## src/rtl/sap_cpu_pkg.sv

```systemverilog
// sap_cpu_pkg: opcodes, FSM states and instruction-field helpers shared by the SAP CPU.
package sap_cpu_pkg;
   localparam int OP_W = 4;
   localparam logic [OP_W-1:0] OP_NOP = 4'h0;
   localparam logic [OP_W-1:0] OP_LDA = 4'h1;
   localparam logic [OP_W-1:0] OP_ADD = 4'h2;
   localparam logic [OP_W-1:0] OP_SUB = 4'h3;
   localparam logic [OP_W-1:0] OP_STA = 4'h4;
   localparam logic [OP_W-1:0] OP_LDI = 4'h5;
   localparam logic [OP_W-1:0] OP_JMP = 4'h6;
   localparam logic [OP_W-1:0] OP_JC  = 4'h7;
   localparam logic [OP_W-1:0] OP_JZ  = 4'h8;
   localparam logic [OP_W-1:0] OP_OUT = 4'hE;
   localparam logic [OP_W-1:0] OP_HLT = 4'hF;

   typedef enum logic [2:0] {S_IDLE, S_F0, S_F1, S_EX1, S_EX2, S_EX3, S_HALT} state_t;

   // Opcodes that need a second memory access through MAR.
   function automatic logic uses_mem(input logic [OP_W-1:0] op);
      return op == OP_LDA || op == OP_ADD || op == OP_SUB || op == OP_STA;
   endfunction

   function automatic logic is_alu(input logic [OP_W-1:0] op);
      return op == OP_ADD || op == OP_SUB;
   endfunction
endpackage

```

## src/rtl/sap_cpu_core_ram.sv

```systemverilog
// sap_ram: flop-array RAM with one synchronous write port and one combinational read port.
module sap_ram #(
   parameter int DATA_W = 8,
   parameter int ADDR_W = 4
) (
   input  logic              clk,
   input  logic              we,
   input  logic [ADDR_W-1:0] waddr,
   input  logic [DATA_W-1:0] wdata,
   input  logic [ADDR_W-1:0] raddr,
   output logic [DATA_W-1:0] rdata
);
   logic [DATA_W-1:0] mem [2**ADDR_W];

   always_ff @(posedge clk) begin
      if (we) mem[waddr] <= wdata;
   end

   assign rdata = mem[raddr];
endmodule

```

## src/rtl/sap_cpu_core.sv

```systemverilog
// sap_cpu_core: microcoded accumulator CPU with internal RAM and a host programming port.
module sap_cpu_core import sap_cpu_pkg::*; #(
   parameter int DATA_W = 8,
   parameter int ADDR_W = 4
) (
   input  logic              clk,
   input  logic              rst,
   input  logic              run,
   input  logic              prog_we,
   input  logic [ADDR_W-1:0] prog_addr,
   input  logic [DATA_W-1:0] prog_wdata,
   output logic [DATA_W-1:0] out_data,
   output logic              out_valid,
   output logic              halted,
   output logic              busy,
   output logic [ADDR_W-1:0] pc,
   output logic              cf,
   output logic              zf
);
   state_t            state_q, state_d;
   logic [ADDR_W-1:0] pc_q, pc_d, mar_q, mar_d, opnd, ram_waddr;
   logic [DATA_W-1:0] a_q, a_d, b_q, b_d, ir_q, ir_d, out_q, out_d, ram_rdata, ram_wdata;
   logic              cf_q, cf_d, zf_q, zf_d, out_valid_q, out_valid_d, ram_we, idle, sub;
   logic [OP_W-1:0]   op;
   logic [DATA_W:0]   sum;

   assign op   = ir_q[DATA_W-1 -: OP_W];
   assign opnd = ir_q[ADDR_W-1:0];
   assign idle = state_q == S_IDLE || state_q == S_HALT;

   sap_ram #(.DATA_W(DATA_W), .ADDR_W(ADDR_W)) u_ram (
      .clk  (clk),
      .we   (ram_we),
      .waddr(ram_waddr),
      .wdata(ram_wdata),
      .raddr(mar_q),
      .rdata(ram_rdata)
   );

   always_ff @(posedge clk) begin
      if (rst) state_q <= S_IDLE;
      else     state_q <= state_d;
   end

   always_comb begin
      state_d = state_q;
      case (state_q)
         S_IDLE, S_HALT: state_d = run ? S_F0 : state_q;
         S_F0:           state_d = S_F1;
         S_F1:           state_d = S_EX1;
         S_EX1:          state_d = uses_mem(op) ? S_EX2 : (op == OP_HLT ? S_HALT : S_F0);
         S_EX2:          state_d = is_alu(op) ? S_EX3 : S_F0;
         default:        state_d = S_F0;
      endcase
   end

   // Write port is shared: host owns it while stopped, STA owns it in EX2; reset blocks both.
   always_comb begin
      halted    = state_q == S_HALT;
      busy      = !idle;
      ram_we    = !rst && (idle ? prog_we : (state_q == S_EX2 && op == OP_STA));
      ram_waddr = idle ? prog_addr : mar_q;
      ram_wdata = idle ? prog_wdata : a_q;
   end

   always_comb begin
      pc_d        = pc_q;
      mar_d       = mar_q;
      a_d         = a_q;
      b_d         = b_q;
      ir_d        = ir_q;
      cf_d        = cf_q;
      zf_d        = zf_q;
      out_d       = out_q;
      out_valid_d = 1'b0;
      sub         = op == OP_SUB;
      sum         = {1'b0, a_q} + {1'b0, sub ? ~b_q : b_q} + {{DATA_W{1'b0}}, sub};
      case (state_q)
         S_IDLE, S_HALT: begin
            pc_d = run ? '0 : pc_q;
            a_d  = run ? '0 : a_q;
            b_d  = run ? '0 : b_q;
            cf_d = run ? 1'b0 : cf_q;
            zf_d = run ? 1'b0 : zf_q;
         end
         S_F0: mar_d = pc_q;
         S_F1: begin
            ir_d = ram_rdata;
            pc_d = pc_q + ADDR_W'(1);
         end
         S_EX1: begin
            mar_d       = uses_mem(op) ? opnd : mar_q;
            a_d         = op == OP_LDI ? {{(DATA_W-ADDR_W){1'b0}}, opnd} : a_q;
            pc_d        = (op == OP_JMP || (op == OP_JC && cf_q) || (op == OP_JZ && zf_q)) ? opnd : pc_q;
            out_d       = op == OP_OUT ? a_q : out_q;
            out_valid_d = op == OP_OUT;
         end
         S_EX2: begin
            a_d = op == OP_LDA ? ram_rdata : a_q;
            b_d = is_alu(op) ? ram_rdata : b_q;
         end
         S_EX3: begin
            a_d  = sum[DATA_W-1:0];
            cf_d = sum[DATA_W];
            zf_d = sum[DATA_W-1:0] == '0;
         end
         default: ;
      endcase
   end

   always_ff @(posedge clk) begin
      if (rst) begin
         pc_q        <= '0;
         mar_q       <= '0;
         a_q         <= '0;
         b_q         <= '0;
         ir_q        <= '0;
         cf_q        <= 1'b0;
         zf_q        <= 1'b0;
         out_q       <= '0;
         out_valid_q <= 1'b0;
      end else begin
         pc_q        <= pc_d;
         mar_q       <= mar_d;
         a_q         <= a_d;
         b_q         <= b_d;
         ir_q        <= ir_d;
         cf_q        <= cf_d;
         zf_q        <= zf_d;
         out_q       <= out_d;
         out_valid_q <= out_valid_d;
      end
   end

   assign out_data  = out_q;
   assign out_valid = out_valid_q;
   assign pc        = pc_q;
   assign cf        = cf_q;
   assign zf        = zf_q;
endmodule
```

## config.mk

```make
export PLATFORM = sky130hd
export DESIGN_NAME = sap_cpu_core
export DESIGN_NICKNAME = d
export VERILOG_FILES = /design/src/rtl/sap_cpu_pkg.sv /design/src/rtl/sap_cpu_core_ram.sv /design/src/rtl/sap_cpu_core.sv
export SDC_FILE = /design/constraint.sdc
export NUM_CORES = 1
export LEC_CHECK = 0
export ABC_CLOCK_PERIOD_IN_PS = 3500
export CORE_MARGIN = 8
export CORE_UTILIZATION = 50
export DETAILED_ROUTE_END_ITERATION = 6
export HOLD_SLACK_MARGIN = 0.02
export PLACE_DENSITY = 0.75
export SLEW_MARGIN = 20
export SYNTH_ARGS = -nofsm -noshare
export SYNTH_HDL_FRONTEND = slang
export SYNTH_SLANG_ARGS = --single-unit
```

## constraint.sdc

```tcl
create_clock -name clk -period 3.5 [get_ports clk]
set_input_delay 0.7 -clock clk [delete_from_list [all_inputs] [get_ports clk]]
set_output_delay 0.7 -clock clk [all_outputs]
set_load 0.01 [all_outputs]
```

met1.png
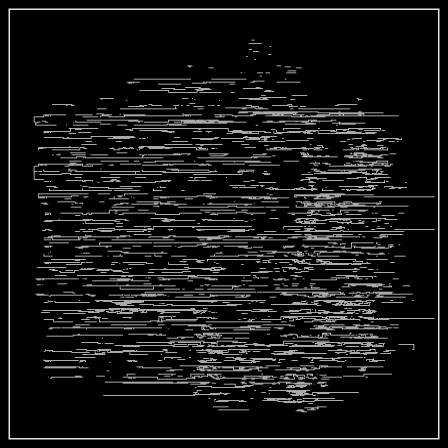
The wires run mostly horizontal. The layer carries 7570 um of wire.
final WL: 17930 um
met1 GRT Util: 0.2264

met2.png
Scale bar: 50 um.
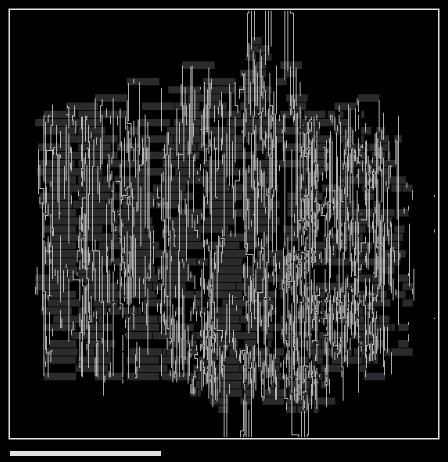
The longest straight run is 69.4 um. The wires run mostly vertical.
DR vias: 4897
GR Util met2: 0.3229

==> results.sh <==
# yosys + openroad results
export IMPL_gr_total_overflow=0
export IMPL_finalSetupTns_ns=0
export IMPL_final_nonclk_buf_share=0.05578
export IMPL_via_per_inst=5.858
export IMPL_dr_wl_met3_um=785
export IMPL_top_layer="met4"
export IMPL_drtPass1Iterations=7
export IMPL_synthDistinctLibCells=66
export IMPL_combGateArea_sq_um=2864
export IMPL_synthAoiAreaFrac=0.08260
export IMPL_wl_met2_um=9222
export IMPL_ff_count=178
export IMPL_largest_register_ffs=128
export IMPL_comb_power_uw=452
export IMPL_reg2reg_slack_ns=0.58
export IMPL_hp_class="reg2reg"
export IMPL_top_cell_area_share=0.4833
export IMPL_syn_area_sq_um=7953
export IMPL_hold_buffers=0
export IMPL_pre_cts_ws_ns=0.6222
export IMPL_cts_made_buffers=17
export IMPL_syn_nets=591
export IMPL_fin_cells=836
export IMPL_cp_end_kind="register"
export IMPL_hold_path_depth=2
export IMPL_required_ns=3.88
export IMPL_ys_sh_mux=0.1482
export IMPL_hpwlAfterDp_um=12400
export IMPL_p_int_uw=3438
export IMPL_critPathMaxFanout=12
export IMPL_nNetsFinal=633
export IMPL_ys_chip_area_sq_um=7953
export IMPL_drv_cap=0
export IMPL_r2r_cells=9
export IMPL_ios=33
export IMPL_start_kind="register"
export IMPL_cpMaxStageDelayCell="dfxtp_1"
export IMPL_lay_top_cells="edfxtp_1 (128), dfxtp_1 (49), nor2_1 (43), nand2_1 (41), a21oi_1 (36)"
export IMPL_status="finished, final reports clean"
export IMPL_wire_per_inst_um=21.44
export IMPL_nFillCells=1197
export IMPL_worst_clock_skew_ns=0.01099
